### config.mk
export PLATFORM = sky130hd
export DESIGN_NAME = eth_rx_classifier
export DESIGN_NICKNAME = d
export VERILOG_FILES = /design/src/rtl/eth_pkg.sv /design/src/rtl/eth_rx_classifier.sv
export SDC_FILE = /design/constraint.sdc
export NUM_CORES = 1
export LEC_CHECK = 0
export CAP_MARGIN = 20
export CORE_MARGIN = 3
export CORE_UTILIZATION = 30
export DETAILED_ROUTE_END_ITERATION = 7
export GPL_ROUTABILITY_DRIVEN = 0
export MAX_ROUTING_LAYER = met4
export PLACE_DENSITY = 0.51
export SETUP_SLACK_MARGIN = 0.2
export SYNTH_ARGS = -nofsm -noshare
export SYNTH_HDL_FRONTEND = slang
export SYNTH_SLANG_ARGS = --single-unit
### constraint.sdc
create_clock -name clk -period 4.1 [get_ports clk]
set_input_delay 0.82 -clock clk [delete_from_list [all_inputs] [get_ports clk]]
set_output_delay 0.82 -clock clk [all_outputs]
set_load 0.01 [all_outputs]
### src/rtl/eth_pkg.sv
// Shared Ethernet/IPv4 constants and types for the receive classifier and the reply path.
package eth_pkg;

    localparam logic [15:0] ETH_TYPE_ARP      = 16'h0806;
    localparam logic [15:0] ETH_TYPE_IPV4     = 16'h0800;
    localparam logic [7:0]  IP_PROTO_ICMP     = 8'h01;
    localparam logic [7:0]  IP_PROTO_UDP      = 8'h11;
    localparam logic [15:0] ARP_OP_REQ        = 16'h0001;
    localparam logic [31:0] ARP_HW_PROTO_IPV4 = 32'h00010800;
    localparam logic [7:0]  IPV4_VER_IHL      = 8'h45;
    localparam logic [15:0] ICMP_ECHO_REQ     = 16'h0800;
    localparam logic [47:0] MAC_BCAST         = 48'hFFFF_FFFF_FFFF;

    // Header word indices as they appear on the 32-bit rx stream
    localparam int W_DST0 = 0;
    localparam int W_DST1 = 1;
    localparam int W_SRC0 = 2;
    localparam int W_SRC1 = 3;
    localparam int W_W4   = 4;
    localparam int W_W5   = 5;
    localparam int W_W6   = 6;
    localparam int W_W7   = 7;
    localparam int W_W8   = 8;
    localparam int W_W9   = 9;
    localparam int W_W10  = 10;
    localparam int HDR_WORDS = 11;

    localparam logic [3:0] LAST_HDR = 4'd10;
    localparam logic [3:0] CNT_SAT  = 4'd11;

    typedef enum logic [1:0] {
        PKT_NONE      = 2'd0,
        PKT_ARP_REQ   = 2'd1,
        PKT_ICMP_ECHO = 2'd2,
        PKT_UDP       = 2'd3
    } pkt_type_e;

    typedef enum logic [1:0] {
        RX_IDLE = 2'd0,
        RX_HDR  = 2'd1,
        RX_SKIP = 2'd2
    } rx_state_e;

    typedef struct packed {
        pkt_type_e   pkt_type;
        logic [47:0] peer_mac;
        logic [31:0] peer_ip;
        logic [15:0] icmp_id;
        logic [15:0] icmp_seq;
        logic [15:0] udp_src_port;
    } pkt_result_t;

endpackage

### src/rtl/eth_rx_classifier.sv
// Receive header decoder: captures words 0..10 of each frame and classifies it as
// ARP request, ICMP echo request or UDP-to-self, holding the result until acked.
module eth_rx_classifier
    import eth_pkg::*;
#(
    parameter logic [15:0] UDP_PORT = 16'h5152
) (
    input  logic        clk,
    input  logic        rst_n,
    input  logic [47:0] i_self_mac,
    input  logic [31:0] i_self_ip,
    input  logic [31:0] i_rx_data,
    input  logic        i_rx_sop,
    input  logic        i_rx_eop,
    input  logic        i_rx_vld,
    output logic        o_rx_rdy,
    output logic        o_pkt_vld,
    input  logic        i_pkt_ack,
    output logic [1:0]  o_pkt_type,
    output logic [47:0] o_peer_mac,
    output logic [31:0] o_peer_ip,
    output logic [15:0] o_icmp_id,
    output logic [15:0] o_icmp_seq,
    output logic [15:0] o_udp_src_port,
    output logic [15:0] o_drop_cnt
);

    rx_state_e   state_q, state_d;
    logic [3:0]  cnt_q, cnt_d;
    logic [31:0] hdr_q [HDR_WORDS];
    logic [31:0] hdr_d [HDR_WORDS];
    pkt_result_t res_q, res_d, cls;
    logic        pkt_vld_q, pkt_vld_d;
    logic [15:0] drop_q, drop_d;

    logic        beat, start, abort, hdr_beat, runt, commit;
    logic [47:0] dst_mac;
    logic [15:0] eth_type;
    logic        mac_ok, is_arp_req, is_ipv4_self, is_icmp_echo, is_udp_self;

    // The stream is stalled for as long as a result waits for its consumer
    assign beat     = i_rx_vld & ~pkt_vld_q;
    assign o_rx_rdy = ~pkt_vld_q;

    always_ff @(posedge clk) begin
        if (!rst_n) begin
            state_q <= RX_IDLE;
        end else begin
            state_q <= state_d;
        end
    end

    always_comb begin
        state_d = state_q;
        cnt_d   = cnt_q;
        if (start) begin
            state_d = i_rx_eop ? RX_IDLE : RX_HDR;
            cnt_d   = i_rx_eop ? 4'd0 : 4'd1;
        end else if (beat && (state_q != RX_IDLE)) begin
            if (i_rx_eop) begin
                state_d = RX_IDLE;
                cnt_d   = 4'd0;
            end else if ((state_q == RX_HDR) && (cnt_q == LAST_HDR)) begin
                state_d = RX_SKIP;
                cnt_d   = CNT_SAT;
            end else if (cnt_q != CNT_SAT) begin
                cnt_d = cnt_q + 4'd1;
            end
        end
    end

    // A sop always restarts at word 0; seen outside IDLE it also aborts the frame in flight
    always_comb begin
        start    = beat & i_rx_sop;
        abort    = start & (state_q != RX_IDLE);
        hdr_beat = beat & ~i_rx_sop & (state_q == RX_HDR);
        runt     = beat & i_rx_eop & (start | (hdr_beat & (cnt_q < LAST_HDR)));
        commit   = beat & i_rx_eop & ~i_rx_sop &
                   (((state_q == RX_HDR) && (cnt_q == LAST_HDR)) || (state_q == RX_SKIP));
    end

    always_comb begin
        hdr_d = hdr_q;
        if (start) begin
            hdr_d[W_DST0] = i_rx_data;
        end else if (hdr_beat) begin
            hdr_d[cnt_q] = i_rx_data;
        end
    end

    assign dst_mac      = {hdr_d[W_DST0][15:0], hdr_d[W_DST1]};
    assign eth_type     = hdr_d[W_SRC1][15:0];
    assign mac_ok       = (dst_mac == MAC_BCAST) || (dst_mac == i_self_mac);
    assign is_arp_req   = (eth_type == ETH_TYPE_ARP) && (hdr_d[W_W4] == ARP_HW_PROTO_IPV4) &&
                          (hdr_d[W_W5][15:0] == ARP_OP_REQ) && (hdr_d[W_W10] == i_self_ip);
    assign is_ipv4_self = (eth_type == ETH_TYPE_IPV4) && (hdr_d[W_W4][31:24] == IPV4_VER_IHL) &&
                          (hdr_d[W_W8] == i_self_ip);
    assign is_icmp_echo = is_ipv4_self && (hdr_d[W_W6][23:16] == IP_PROTO_ICMP) &&
                          (hdr_d[W_W9][31:16] == ICMP_ECHO_REQ);
    assign is_udp_self  = is_ipv4_self && (hdr_d[W_W6][23:16] == IP_PROTO_UDP) &&
                          (hdr_d[W_W9][15:0] == UDP_PORT);

    // Classification looks at hdr_d so an eop landing on word 10 sees that word too
    always_comb begin
        cls = '0;
        if (mac_ok && is_arp_req) begin
            cls.pkt_type = PKT_ARP_REQ;
            cls.peer_mac = {hdr_d[W_W6], hdr_d[W_W7][31:16]};
            cls.peer_ip  = {hdr_d[W_W7][15:0], hdr_d[W_W8][31:16]};
        end else if (mac_ok && is_icmp_echo) begin
            cls.pkt_type = PKT_ICMP_ECHO;
            cls.peer_mac = {hdr_d[W_SRC0], hdr_d[W_SRC1][31:16]};
            cls.peer_ip  = hdr_d[W_W7];
            cls.icmp_id  = hdr_d[W_W10][31:16];
            cls.icmp_seq = hdr_d[W_W10][15:0];
        end else if (mac_ok && is_udp_self) begin
            cls.pkt_type     = PKT_UDP;
            cls.peer_mac     = {hdr_d[W_SRC0], hdr_d[W_SRC1][31:16]};
            cls.peer_ip      = hdr_d[W_W7];
            cls.udp_src_port = hdr_d[W_W9][31:16];
        end
    end

    always_comb begin
        res_d     = res_q;
        pkt_vld_d = pkt_vld_q;
        if (commit && (cls.pkt_type != PKT_NONE)) begin
            res_d     = cls;
            pkt_vld_d = 1'b1;
        end else if (pkt_vld_q && i_pkt_ack) begin
            pkt_vld_d = 1'b0;
        end
    end

    assign drop_d = drop_q + {15'd0, abort} + {15'd0, runt};

    always_ff @(posedge clk) begin
        if (!rst_n) begin
            cnt_q     <= '0;
            hdr_q     <= '{default: '0};
            res_q     <= '0;
            pkt_vld_q <= 1'b0;
            drop_q    <= '0;
        end else begin
            cnt_q     <= cnt_d;
            hdr_q     <= hdr_d;
            res_q     <= res_d;
            pkt_vld_q <= pkt_vld_d;
            drop_q    <= drop_d;
        end
    end

    assign o_pkt_vld      = pkt_vld_q;
    assign o_pkt_type     = res_q.pkt_type;
    assign o_peer_mac     = res_q.peer_mac;
    assign o_peer_ip      = res_q.peer_ip;
    assign o_icmp_id      = res_q.icmp_id;
    assign o_icmp_seq     = res_q.icmp_seq;
    assign o_udp_src_port = res_q.udp_src_port;
    assign o_drop_cnt     = drop_q;

endmodule

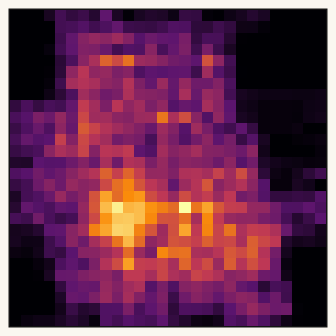
(images/metal_density.png)
28 x 28 tiles, from black (low) to pale yellow (high), scaled to the fullest tile. Values are wire area over tile area, all layers added.
emptiest ninth of the die: top right
tiles over half the peak: 14%
densest ninth of the die: middle
nearly empty tiles: 19%

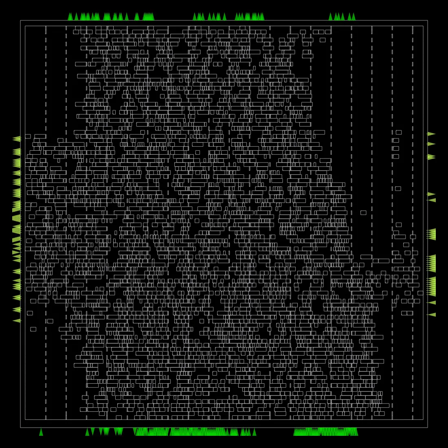
(images/placement.png)
Seq/total area: 31.1%
row count: 98
final design utilization: 42.4%
Flops: 473

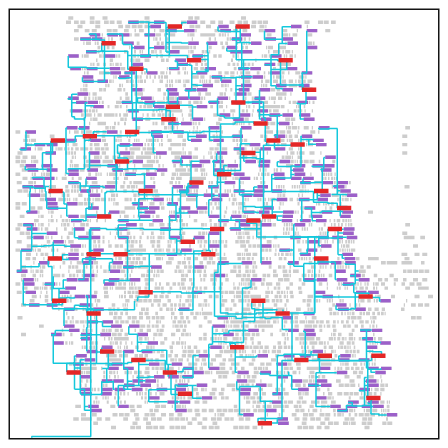
(images/clk_routes.png)
[clock drivers] red | count: 52
[flip-flops] purple | count: 473
[clock wires] cyan | length: 6690 um
routed clock nets: 53
flops lie: spread over the die

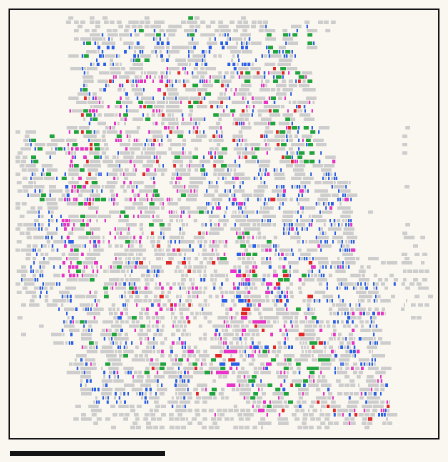
(images/logic_types.png)
The bar under the picture is 100 um long.
[and/or cells] red | cells: 94 | most used: and2_1
[mux cells] green | cells: 162 | most used: mux2i_1
[nand cells] blue | cells: 678 | most used: nand2_1 | where: spread over the die
[nor cells] magenta | cells: 395 | most used: nor2_1

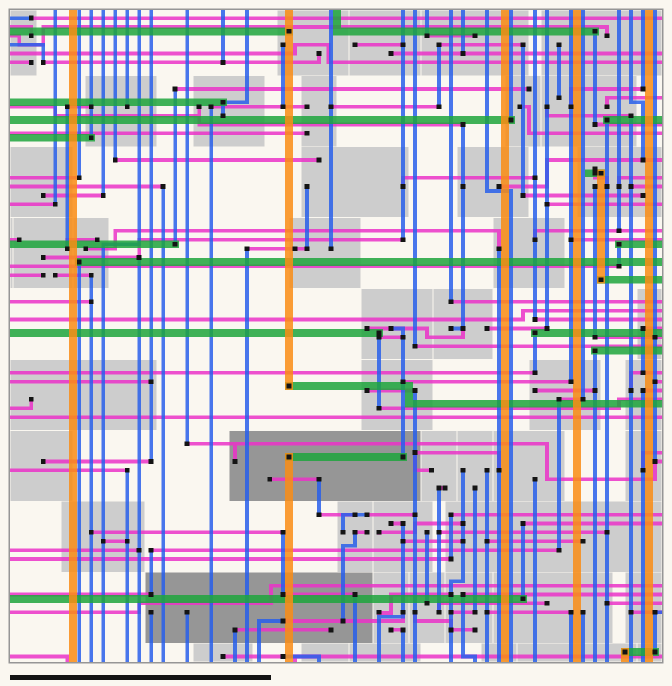
(images/detail.png)
The bar under the picture is 10 um long. Window x 125 to 150, y 70 to 95 um. Cells in gray, sequential cells in the stronger gray; small squares are vias.
[metal 2] blue
[metal 1] magenta
[metal 4] orange
[metal 3] green
netlist names of flops here include: `cnt_q` (2)
cells with their middle in the window: 38
most frequent: buf_4 (14), nor2_1 (5), inv_1 (3)
sequential cells in the window: 2

==> ci_impl_report.md <==
## Implementation flow summary

| Metric | Value |
|---|---|
| NetSw | 2.56 mW |
| FILL cells | 7193 |
| First-pass GRT wire length | 140000 um |
| FP Util | 30.4% |
| Number of enable flip-flop cells | 0 |
| Peak supply drop | 0.000265 V |
| DR WL met2 | 45100 um |
| Worst Hold End | o_peer_mac[27] |
| Hold_sp | o_peer_mac[27] |
| Distinct cells, synth | 72 |
| Vias per cell | 5.27 |
| Die W | 276 um |
| Logic share of the area | 37.6% |
| Comb gates | 1936 |
| Clock network power | 5.01 mW |
| # setup viols final | 0 |
| Final hold vios | 0 |
| Cycle use final | 94.3% |
| Status | finished clean |
| Post-cts sizing count | 35 |
| Iteration-0 DRC Markers | 1967 |
| M1 wire length | 39900 um |
| Slew @ Worst Pin | 0.967 ns |
| Synth Seq Share | 43.4% |
| Uppermost layer routed | met4 |
Power is estimated from default activity; no workload was simulated.
